<file path="src/rtl/keypad_entry.sv">
// keypad_entry: one event per key press from the matrix scanner, decimal entry FSM, valid/ready commit
// Ports:
//   clk, rst_n            clock, asynchronous active-low reset
//   key_code, key_press   scanner code and press level (code valid while key_press is 1)
//   out_ready             consumer accepts the committed value
//   out_valid, out_value  committed value handshake
//   acc_value             live accumulator for display
//   entering              high while an entry is in progress
//   overflow              sticky flag: a digit was rejected for range in this entry
module keypad_entry #(
    parameter int WIDTH          = 16,
    parameter int RELEASE_CYCLES = 1000000
) (
    input  logic             clk,
    input  logic             rst_n,
    input  logic [3:0]       key_code,
    input  logic             key_press,
    input  logic             out_ready,
    output logic             out_valid,
    output logic [WIDTH-1:0] out_value,
    output logic [WIDTH-1:0] acc_value,
    output logic             entering,
    output logic             overflow
);
    localparam int CW = $clog2(RELEASE_CYCLES + 1);
    localparam logic [CW-1:0] REL_MAX = CW'(RELEASE_CYCLES);

    typedef enum logic [1:0] {IDLE, ENTRY, DONE} state_t;

    state_t           state, state_nxt;
    logic             armed;
    logic [CW-1:0]    rel_cnt;
    logic [WIDTH-1:0] acc, acc_nxt, out_nxt;
    logic             ov, ov_nxt, valid_nxt;
    logic             ev;
    logic [WIDTH+3:0] mac;

    assign ev  = key_press && armed;
    // Full-width multiply-add so the range check sees the true result, never a wrapped one
    assign mac = {4'b0, acc} * (WIDTH+4)'(10) + (WIDTH+4)'(key_code);

    always_comb begin
        state_nxt = state;
        acc_nxt   = acc;
        ov_nxt    = ov;
        valid_nxt = out_valid;
        out_nxt   = out_value;
        case (state)
            IDLE: if (ev && key_code == 4'hE) begin
                state_nxt = ENTRY;
                acc_nxt   = '0;
                ov_nxt    = 1'b0;
            end
            ENTRY: if (ev) begin
                if (key_code <= 4'h9) begin
                    if (mac[WIDTH+3:WIDTH] == 4'h0) acc_nxt = mac[WIDTH-1:0];
                    else ov_nxt = 1'b1;
                end else begin
                    case (key_code)
                        4'hA: begin
                            acc_nxt = acc / WIDTH'(10);
                            ov_nxt  = 1'b0;
                        end
                        4'hB, 4'hE: begin
                            acc_nxt = '0;
                            ov_nxt  = 1'b0;
                        end
                        4'hF: begin
                            out_nxt   = acc;
                            valid_nxt = 1'b1;
                            state_nxt = DONE;
                        end
                        default: ;
                    endcase
                end
            end
            // Key events here are swallowed (armed still clears), even one coinciding with the handshake
            DONE: if (out_ready) begin
                valid_nxt = 1'b0;
                state_nxt = IDLE;
            end
            default: state_nxt = IDLE;
        endcase
    end

    always_ff @(posedge clk or negedge rst_n) begin
        if (!rst_n) begin
            state     <= IDLE;
            armed     <= 1'b1;
            rel_cnt   <= '0;
            acc       <= '0;
            ov        <= 1'b0;
            out_valid <= 1'b0;
            out_value <= '0;
        end else begin
            state     <= state_nxt;
            acc       <= acc_nxt;
            ov        <= ov_nxt;
            out_valid <= valid_nxt;
            out_value <= out_nxt;
            rel_cnt   <= key_press ? '0 : (rel_cnt == REL_MAX ? rel_cnt : rel_cnt + 1'b1);
            // Re-arm only after a full quiet interval so scan gaps inside one press are bridged
            if (ev) armed <= 1'b0;
            else if (rel_cnt == REL_MAX) armed <= 1'b1;
        end
    end

    assign acc_value = acc;
    assign overflow  = ov;
    assign entering  = (state == ENTRY);
endmodule

</file>
<file path="config.mk">
export PLATFORM = sky130hd
export DESIGN_NAME = keypad_entry
export DESIGN_NICKNAME = d
export VERILOG_FILES = /design/src/rtl/keypad_entry.sv
export SDC_FILE = /design/constraint.sdc
export NUM_CORES = 1
export LEC_CHECK = 0
export CAP_MARGIN = 20
export CORE_MARGIN = 4
export CORE_UTILIZATION = 40
export CTS_BUF_LIST = sky130_fd_sc_hd__clkbuf_2
export DETAILED_ROUTE_END_ITERATION = 16
export GPL_TIMING_DRIVEN = 0
export PLACE_DENSITY = 0.71
export SYNTH_ARGS = -nofsm -noshare
export SYNTH_HDL_FRONTEND = slang
export SYNTH_SLANG_ARGS = --single-unit
</file>
<file path="constraint.sdc">
create_clock -name clk -period 4.1 [get_ports clk]
set_input_delay 0.82 -clock clk [delete_from_list [all_inputs] [get_ports clk]]
set_output_delay 0.82 -clock clk [all_outputs]
set_load 0.02 [all_outputs]
</file>
Run 1, metal 1:
Supply wires on this layer in gray.
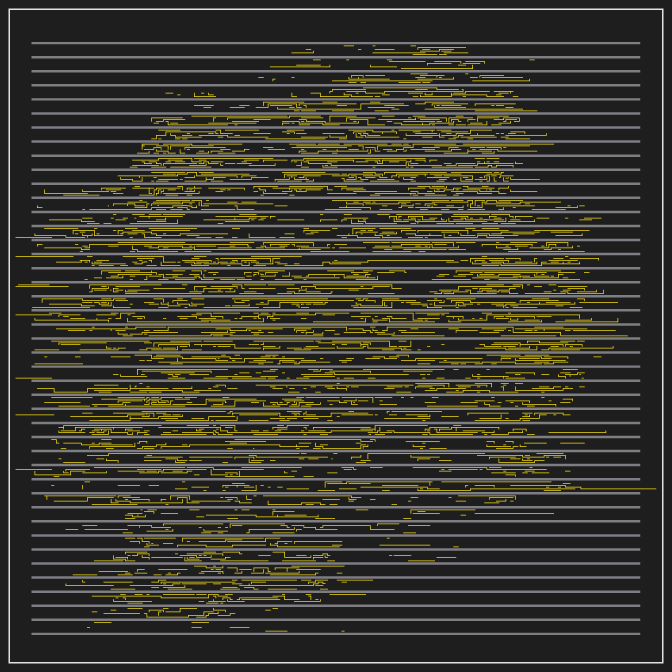
- longest straight run: 36.8 um
- nets with wire on the layer: 801
- main direction: horizontal
- share of all routed wire: 44%

Run 1, placement by cell class:
Scale bar: 50 um. Fill, decap, tap and diode cells in gray.
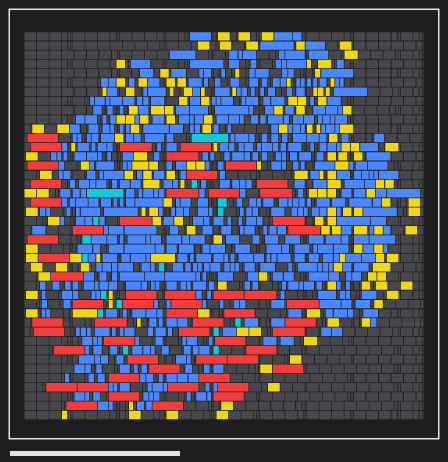
- clock drivers and dummy loads: cyan (cells 16; share of their area 1.8%)
- combinational and other logic: blue (cells 585; share of their area 61%)
- other buffers and delay cells: yellow (cells 161; share of their area 18%)
- flops: red (cells 57; share of their area 20%)

Run 1, cell area per tile:
The die is cut into 13 by 13 equal tiles; white is low, dark blue is high, 0 to 100% covered.
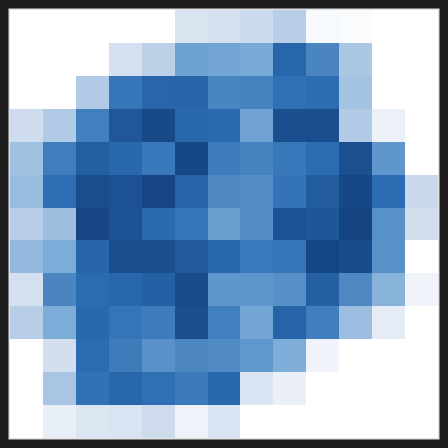
- densest ninth of the die: center
- emptiest ninth of the die: south-east
- tiles over 75% full: 28%
area of the core: 13500 um^2
Final Util: 56.1%
fp_density: 41.5%

Run 1, routing congestion:
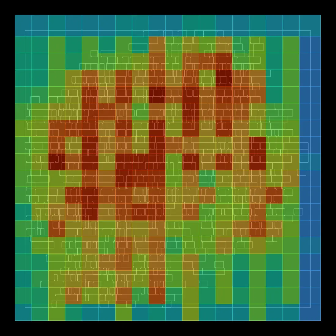
GR Util met3: 3.47%
total track usage: 21.2%
M1 GR Usage: 28.8%

run 1: sequential cells by signal (all words and copies together), names as in the netlist:
name,count
acc_value,16
armed,1
out_valid,1
out_value,16
overflow,1
rel_cnt,20
state,2
run 1: final timing paths:
path | endpoint | slack (ps) | cells past startpoint
max | acc_value[0] | -660 | 19
min | rel_cnt[2] | 310 | 1
max reg2reg | acc_value[0] | -660 | 19
min reg2reg | armed | 490 | 1
max in group asynchronous | armed | 3120 | 2
min in group clk | armed | 490 | 1
run 1: power by group through the flow:
stage          sequential, mW  clock (mW)  combinational (mW)
2_1_floorplan           0.593           0               0.385
3_3_place_gp            0.593           0               0.500
3_5_place_dp            0.593           0               0.505
4_1_cts                 0.582       0.440               0.641
5_1_grt                 0.584       0.473               0.771
6_report                0.582       0.437               0.725
==> out/qor.yml, run 1 <==
global_route.peak_usage_layer: "met2"
dominant_cells_by_area_after_synthesis: "sky130_fd_sc_hd__dfrtp_1 (25%), sky130_fd_sc_hd__ha_1 (7.4%), sky130_fd_sc_hd__nand2_1 (4.8%)"
crit_type: "flip-flop to flip-flop"
instances_no_fill: 995
hold_viol_final: 0
design.final.nets: 857
grt_first_pass_wirelength_um: 28300
comb_share_pct: 57.7
critical_path.most_common_cell: "sky130_fd_sc_hd__buf_6"
switching_share_pct: 36.6
via_count: 6034
failing_checks: "negative setup slack"
power_switching_mw: 0.638
drt.antenna.violating_nets: 0
synth_nets: 729
layout_fillers: 1241
power.static_leakage_nw: 3.11
worst_setup_path_startpoint: "acc_value[11]"
timing.final.ws_setup_ps: -664
critical_path_buf_inv_count: 3
sequential_share_of_cell_area_pct: 19.1
detail_route.wirelength.met1_um: 7990
detailedRoute.firstIterationViolations: 632
n_tap_cell: 176
ys.flop_type: "sky130_fd_sc_hd__dfrtp_1"
power-per-cell-area_nw_per_um2: 231
comb.multi_input.count: 561
status: "finished with violations"
syn_avg_cell_area_um2: 8.13
maxClockFrequency_mhz: 210
finalMaxSlewViolations: 0
cts.hold.buffers_added: 0
placement.io_buffers: 42
netlist_logic_family_top: "AND-OR/OR-AND gates"
clock_buffers: 11
ir_worst_vdd_uv: 203
flops: 57
report.final.setup_viol: 5
netlist.area_leader.share_pct: 25.1
cp_top_family: "AND-OR/OR-AND gates"
ys_sh_mux_pct: 3.05
timing.slew.headroom_pct: 27.2
route.detailed.drc: 0
largest_net_degree_at_the_start_of_global_routing: 32
worst-path-max-fanout: 10
power_report.internal_total_mw: 1.11
worst_ep_required_time_ps: 4470
Run 1, the metal 4 layer:
Scale bar: 50 um. Supply wires on this layer in gray. Cells faint in the background.
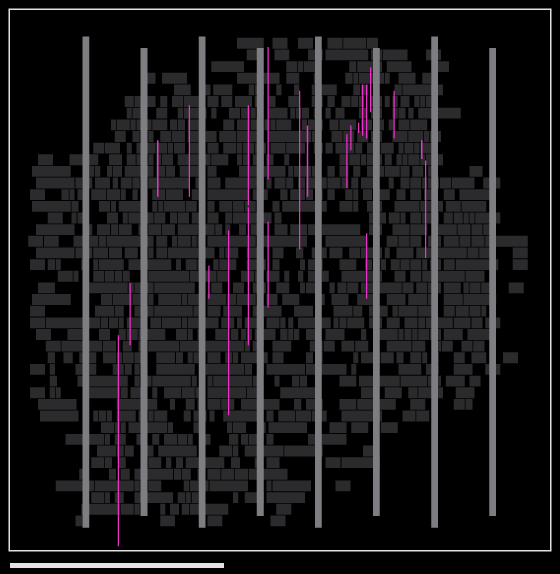

==> run 2, diff against run 1 <==
--- a/config.mk
+++ b/config.mk
@@ -6,12 +6,14 @@
 export NUM_CORES = 1
 export LEC_CHECK = 0
 export CAP_MARGIN = 20
+export CELL_PAD_IN_SITES_DETAIL_PLACEMENT = 0
+export CELL_PAD_IN_SITES_GLOBAL_PLACEMENT = 1
 export CORE_MARGIN = 4
 export CORE_UTILIZATION = 40
 export CTS_BUF_LIST = sky130_fd_sc_hd__clkbuf_2
 export DETAILED_ROUTE_END_ITERATION = 16
 export GPL_TIMING_DRIVEN = 0
-export PLACE_DENSITY = 0.71
+export PLACE_DENSITY = 0.87
 export SYNTH_ARGS = -nofsm -noshare
 export SYNTH_HDL_FRONTEND = slang
 export SYNTH_SLANG_ARGS = --single-unit
Run 2, the metal 4 layer:
Scale bar: 50 um. Supply wires on this layer in gray. Cells faint in the background.
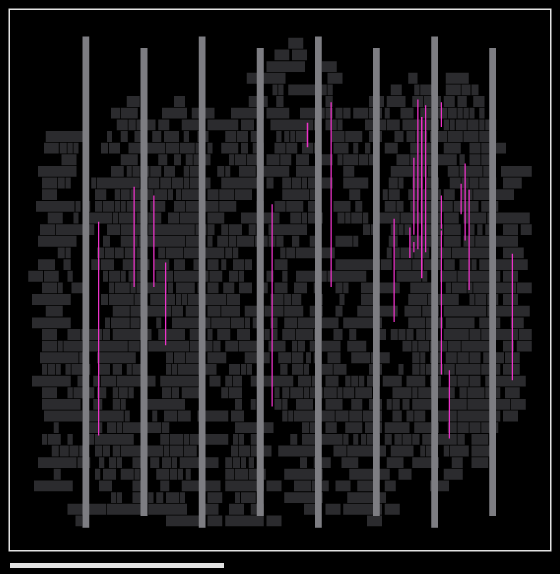
- wire length on this layer: 503 um
- longest straight run: 49.6 um
- nets with wire on the layer: 21
final wirelength: 19200 um
detailed-route via count: 6102

Run 2, cell area per tile:
The die is cut into 13 by 13 equal tiles; white is low, dark blue is high, 0 to 100% covered.
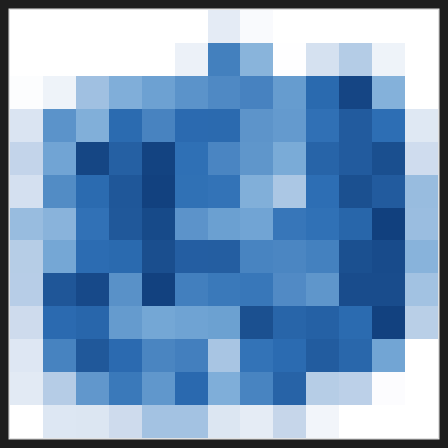
- tiles over 75% full: 29%
- mean over tiles: 49%
- fullest tile: 94%

==> run 2 against run 1 <==
Compared with the run above: the flow still finishes with violations (negative setup slack); final cell count rose by 2.6%; worst setup slack improved by 3.9 ps; clock skew rose by 9.7 ps; largest cell class unchanged; largest power group unchanged.
==> out/qor.yml, run 2 <==
netlist.area_leader.share_pct: 25.1  # unchanged
ys.flop_type: "sky130_fd_sc_hd__dfrtp_1"
instances_no_fill: 1021  # +2.6%
drt.antenna.violating_nets: 0  # unchanged
maxClockFrequency_mhz: 210  # about the same
cp_top_family: "AND-OR/OR-AND gates"
worst_setup_path_startpoint: "acc_value[13]"
power_report.internal_total_mw: 1.10  # -0.23%
report.final.setup_viol: 4  # -1
power_clock_mw: 0.371  # -15%
dominant_cells_by_area_after_synthesis: "sky130_fd_sc_hd__dfrtp_1 (25%), sky130_fd_sc_hd__ha_1 (7.4%), sky130_fd_sc_hd__nand2_1 (4.8%)"
power_switching_mw: 0.661  # +3.6%
failing_checks: "negative setup slack"
final_core_utilization_pct: 59.8  # +3.6 points
status: "finished with violations"
grt_first_pass_wirelength_um: 29700  # +5.1%
regToRegEndpoint: "acc_value[0]"
ir_worst_vdd_uv: 218  # +7.4%
switching_share_pct: 37.5  # +0.89 points
comb_share_pct: 57.0  # -0.67 points
critical_path.most_common_cell: "sky130_fd_sc_hd__buf_4"
power.static_leakage_nw: 3.36  # +7.9%
floorplan.initialDensity_pct: 41.5  # unchanged
worst_ep_required_time_ps: 4520  # +50 ps
timing.final.ws_setup_ps: -660  # +3.94 ps
worst-path-max-fanout: 6  # -4
reg2regPathDepth: 20  # +1
route.detailed.drc: 0  # unchanged
cp-endpoint: "acc_value[0]"
hold_viol_final: 0  # unchanged
## run 2: what timing repair did
action	CTS	global route
buffers inserted	60	37
pin swaps	40	49
gates resized	91	122
gates cloned	1	6
endpoints found under the setup margin	17	17
## run 2: routing by layer
layer  track usage [%]  wire length (um)  part of all wire [%]  vias up
met4              6.06               503                   2.6        0
met2              37.0              9330                    49      229
li1                  -                 -                     -     2859
met3              4.61               928                   4.8       48
met5                 0                 0                     0        -
met1              29.5              8440                    44     2966
## run 2: logic make-up (layout without fill, tap and decap cells)
kind of cell               Yosys count  after routing  share of synthesized area (%)
DFF                                 57             57                           25.6
adders and majority gates           37             37                           8.48
and+or+nand+nor                    262            262                           23.6
muxes                               15             15                           3.05
AOI/OAI and AO/OA                  203            203                           26.8
xor gates and xnor gates            44             44                           6.91
buffers and inverters               68            227                           5.56
No activity file was given, so power comes from the tool's default toggle rates.
